Design cmd_packet_receiver, sky130hd; sources not shown.
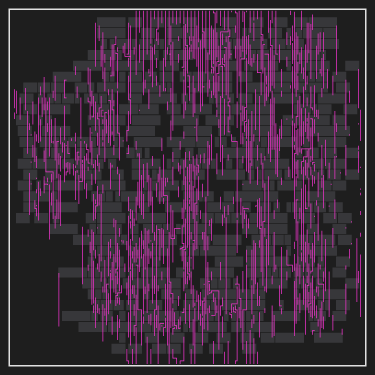
Figure 1: run 1, met2 routing.
Scale: 4 px per µm. Cells faint in the background.
share of all routed wire: 49%
wire length on this layer: 4,370 µm
main direction: vertical
drt total wl: 8950 µm
routed vias: 3,438
met2 Track Usage GR: 37.1%

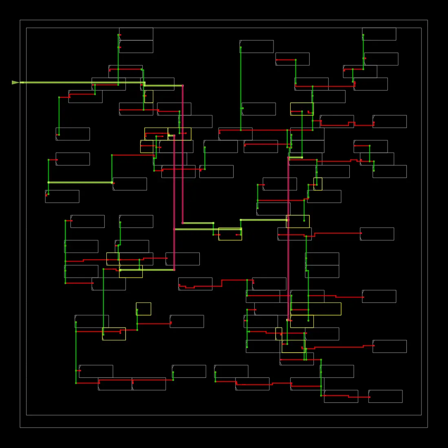
Figure 2: run 1, clock routing.
clk_lat worst skew: 0.35 ns
CTS sink count: 76

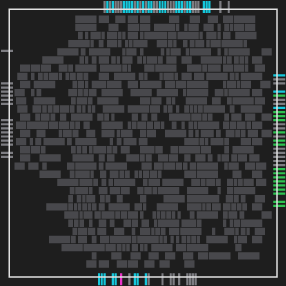
Figure 3: run 1, I/O pins on the die edge.
Scale: 3 px per µm. Pins as bars across the die edge, other pins in gray.
[`o_pkt_ok_cnt`] green | pins: 16 | direction: output | edge: right
[`i_rx_data`] cyan | pins: 32 | direction: input | edge: 21 top, 8 bottom, 3 right
[`i_rx_sop`] magenta | pins: 1 | direction: input | edge: bottom
all pins by edge: 40 top, 31 right, 19 bottom, 16 left
die width: 88.8 µm
Die Y: 88.8 µm
IO buf count: 105

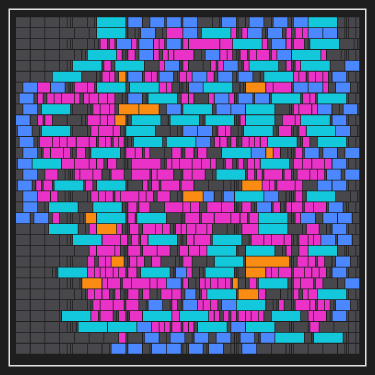
Figure 4: run 1, cell classes on the final placement.
Scale: 4 px per µm. Fill, decap, tap and diode cells in gray.
[remaining buffers and delay cells] blue | cells: 109
[registers] cyan | cells: 76
[remaining logic cells] magenta | cells: 332
[clock drivers and dummy loads] orange | cells: 16
flop share of the area: 31.4%
Rows: 31
final instance area: 0.00485 mm²
Core ar.: 0.00725 mm²

==> changes_impl.md, run 1 <==
## Implementation

- Crit path buffers/inverters: 2
- Comb power frac: 8.5%
- Seq pwr: 0.560 mW
- Worst Tran Pin Value: 1.07 ns
- Vias per inst: 5.44
- Status: finished clean
- Invs w/o clock: 11
- Post-route DRC: 0
- Worst min-delay path category: flip-flop to flip-flop
- Non-clock buffering overhead: 22.3%
- RePlAce Congestion: 0.822
- Count of plain and timing-repair buffers: 109
- Logic area: 0.00189 mm²
- Synth Flop Type: dfxtp_1
- Post-Synth Simple-Gate Area: 26.2%
- Dominant kind of cell: combinational gates
- Post-synth seq share: 43.0%
- Fin nets: 575
- Switch share: 23.9%
- Register Area: 0.00152 mm²
- Syn avg cell area: 8.23 µm²
- Adder share: 3.40%
- FP Util: 48.8%
- Total Neg Setup Slack: 0 ns
- Synth cell types: 54
- Crit path max-delay cell type: or4_4
- Largest net degree at the start of global routing: 67
- WL/cell: 14.2 µm
- Crit. End Element: flip-flop
- Logic family by area: simple AND/OR/NAND/NOR gates
- Fill cell count: 602
- Syn Std Cell Area: 0.00354 mm²
- Final worst setup slack: 0.759 ns
- Final clock-cell share: 3.95%
- Pre-CTS WS: 0.465 ns
- GRT busiest layer: met2
- Ys Warns: 0
- Max-area cell share: 43.0%
- Post-CTS Setup Bufs: 0
- Largest stage delay on the critical path: 0.56 ns
- Pins Over Slew Limit: 0
- Post-synthesis instance total: 430
- Top delay family on crit path: simple AND/OR/NAND/NOR gates
- Seq Cell Count: 76
- Fin crit share: 86.2%
- Antenna-violating nets left: 0
- Vias in the first global route: 3,059
- All-Layer GR Usage: 22.9%
- Initial antenna violation count: 0
- Overall power: 1.07 mW
- Reg clk slew, reported paths: 0.07 ns
- Post-synth top area cell: dfxtp_1
- Hold Path Stages: 2
- Switching pwr: 0.255 mW
- M1 wire length: 3970 µm
- Met1 usage: 29.6%
- Flop pwr share: 52.5%
- Maximum VDD drop: 0.000124 V
- HPWL after DPL: 6440 µm
- Power per cell area: 220 mW/mm²
- Finish-stage setup viols: 0
- # Cells Yosys: 430
- Fin crit period: 4.74 ns
- Clock root buffer: clkbuf_8
- Crit-path max FO: 12
- Area grow syn2layout: 37.0%
- Hold Buf Count CTS: 0
- Top Metal Used: met4
- Yosys Chip Area: 0.00354 mm²
- Combinational power: 0.0909 mW
- Commonest Layout Cell: clkdlybuf4s50_1
- Clk pwr share: 39.0%
- Cell depth of the worst flop-to-flop path: 11
- Synth top cell by count: nand2_1
## Run 2: what changed since run 1
--- a/config.mk
+++ b/config.mk
@@ -9,7 +9,6 @@
 export CORE_UTILIZATION = 47
 export DETAILED_ROUTE_END_ITERATION = 12
 export PLACE_DENSITY = 0.84
-export SLEW_MARGIN = 20
 export SYNTH_ARGS = -nofsm -noshare
 export SYNTH_HDL_FRONTEND = slang
 export SYNTH_SLANG_ARGS = --single-unit
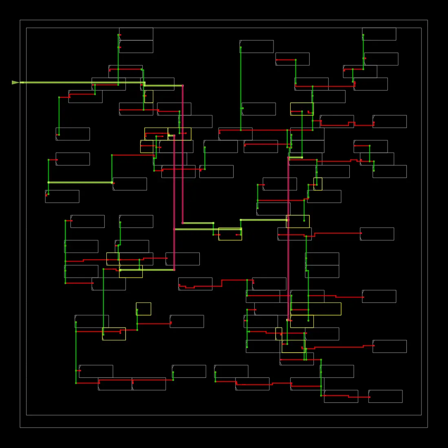
Figure 5: run 2, clock routing.
total CTS buffers: 9
# clk buffers: 10
Clock Power: 0.416 mW
Seq Cell Count: 76

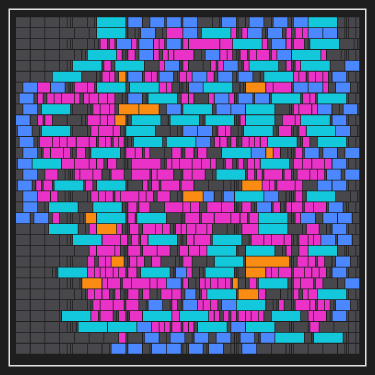
Figure 6: run 2, cell classes on the final placement.
Scale: 4 px per µm. Fill, decap, tap and diode cells in gray.
[clock drivers and dummy loads] orange | cells: 16
[registers] cyan | cells: 76
[remaining buffers and delay cells] blue | cells: 109
[remaining logic cells] magenta | cells: 332
Final Core Density: 66.8%

==> run 2 against run 1 <==
Net effect:
- maximum frequency is the same
- global-route usage is the same
- flip-flop count did not move
- critical path depth unchanged
- largest cell class unchanged
==> changes_impl.md, run 2 <==
## Implementation

- Final instance area: 0.00485 mm² (unchanged)
- Non-clock buffering overhead: 22.3% (unchanged)
- Finish-stage setup viols: 0 (unchanged)
- Adder share: 3.40% (unchanged)
- Initial antenna violation count: 0 (unchanged)
- Flop share of the area: 31.4% (unchanged)
- Post-synthesis instance total: 430 (unchanged)
- FP Util: 48.8% (unchanged)
- Met1 usage: 29.6% (unchanged)
- M1 wire length: 3970 µm (unchanged)
- Synth Flop Type: dfxtp_1
- Unrepaired setup endpoints after global routing: false
- Tap cells: 99
- First-pass GRT wire length: 14,000 µm
- Synth mux share: 0.920%
- Comb power frac: 8.5% (about the same)
- Top delay family on crit path: simple AND/OR/NAND/NOR gates
- Combinational power: 0.0909 mW (about the same)
- Switch share: 23.9% (unchanged)
- Die width: 88.8 µm (unchanged)
- Largest stage delay on the critical path: 0.56 ns (about the same)
- Final worst setup slack: 0.759 ns (unchanged)
- Hold Violations, Final: 0
- Total Neg Setup Slack: 0 ns (unchanged)
- Synth cell types: 54 (unchanged)
- Hold Path Stages: 2 (unchanged)
- Die Y: 88.8 µm (unchanged)
- Post-synth top area cell: dfxtp_1
- Yosys Chip Area: 0.00354 mm² (unchanged)
- Critical path required time: 5.70 ns
- #MultiIn Comb: 321
- Antenna-violating nets left: 0 (unchanged)
- Crit-path max FO: 12 (unchanged)
- Post-synth EDFFs: 0
- Clock tree from TritonCTS: built
- Clk pwr share: 39.0% (about the same)
- Overall power: 1.07 mW (unchanged)
- Top Metal Used: met4
- Vias per inst: 5.44 (unchanged)
- GRT busiest layer: met2
- Maximum VDD drop: 0.000124 V (unchanged)
- Commonest Layout Cell: clkdlybuf4s50_1
- Largest net degree at the start of global routing: 67 (unchanged)
- Min Hold Slack: 0.406 ns
- Area contributors post-synth: dfxtp_1 43%, a21oi_1 11%, nand2_1 8.6%
- Post-synth seq share: 43.0% (unchanged)
- Post-CTS Setup Bufs: 0 (unchanged)
- Vias in the first global route: 3,059 (unchanged)
- Invs w/o clock: 11 (unchanged)
- Crit path buffers/inverters: 2 (unchanged)
- Pins Over Slew Limit: 0 (unchanged)
- Dominant kind of cell: combinational gates
- Worst relative slew slack: 28.5%
- Crit. End Element: flip-flop
- HPWL after DPL: 6440 µm (unchanged)
- Seq pwr: 0.560 mW (about the same)
- All-Layer GR Usage: 22.9% (unchanged)
- RePlAce Congestion: 0.822 (unchanged)
- Logic family by area: simple AND/OR/NAND/NOR gates
- Worst Tran Pin Value: 1.07 ns (unchanged)
- Hold Buf Count CTS: 0 (unchanged)
- Synth top cell by count: nand2_1
- Post-synth regs: 76
- Tool warnings: 27
- Post-route DRC: 0 (unchanged)
- # Cells Yosys: 430 (unchanged)
- Ys Warns: 0 (unchanged)
- Area grow syn2layout: 37.0% (unchanged)
- Met2 Track Usage GR: 37.1% (unchanged)
- Fill cell count: 602 (unchanged)
- Cell depth of the worst flop-to-flop path: 11 (unchanged)
- Reg clk slew, reported paths: 0.07 ns (about the same)
- Pre-CTS WS: 0.465 ns (unchanged)
- Clock root buffer: clkbuf_8
- Critical path depth in cells: 15
- Highest Clock Rate: 211 MHz
- Crit path max-delay cell type: or4_4
- Internal power: 0.813 mW
- Flop pwr share: 52.5% (about the same)
- Syn avg cell area: 8.23 µm² (unchanged)
- Count of plain and timing-repair buffers: 109 (unchanged)
- Logic area: 0.00189 mm² (unchanged)
- Switching pwr: 0.255 mW (unchanged)
- Post-Synth Simple-Gate Area: 26.2% (unchanged)
- WL/cell: 14.2 µm (unchanged)
- Clk_lat worst skew: 0.35 ns (about the same)
- Core ar.: 0.00725 mm² (unchanged)
- Fin crit period: 4.74 ns (unchanged)
- Max-area cell share: 43.0% (unchanged)
- Fin nets: 575 (unchanged)
- Rows: 31 (unchanged)
- Status: finished clean
- Final clock-cell share: 3.95% (unchanged)
- Routed vias: 3,438 (unchanged)
- Heaviest power group: registers
- Register Area: 0.00152 mm² (unchanged)
- Drt total wl: 8950 µm (unchanged)
- Share of cells above drive strength 1: 4.88%
- IO buf count: 105 (unchanged)
- CTS sink count: 76 (unchanged)
- Fin crit share: 86.2% (unchanged)
- Syn Std Cell Area: 0.00354 mm² (unchanged)
- Power per cell area: 220 mW/mm² (unchanged)
- Worst min-delay path category: flip-flop to flip-flop
Power is estimated from default activity; no workload was simulated.
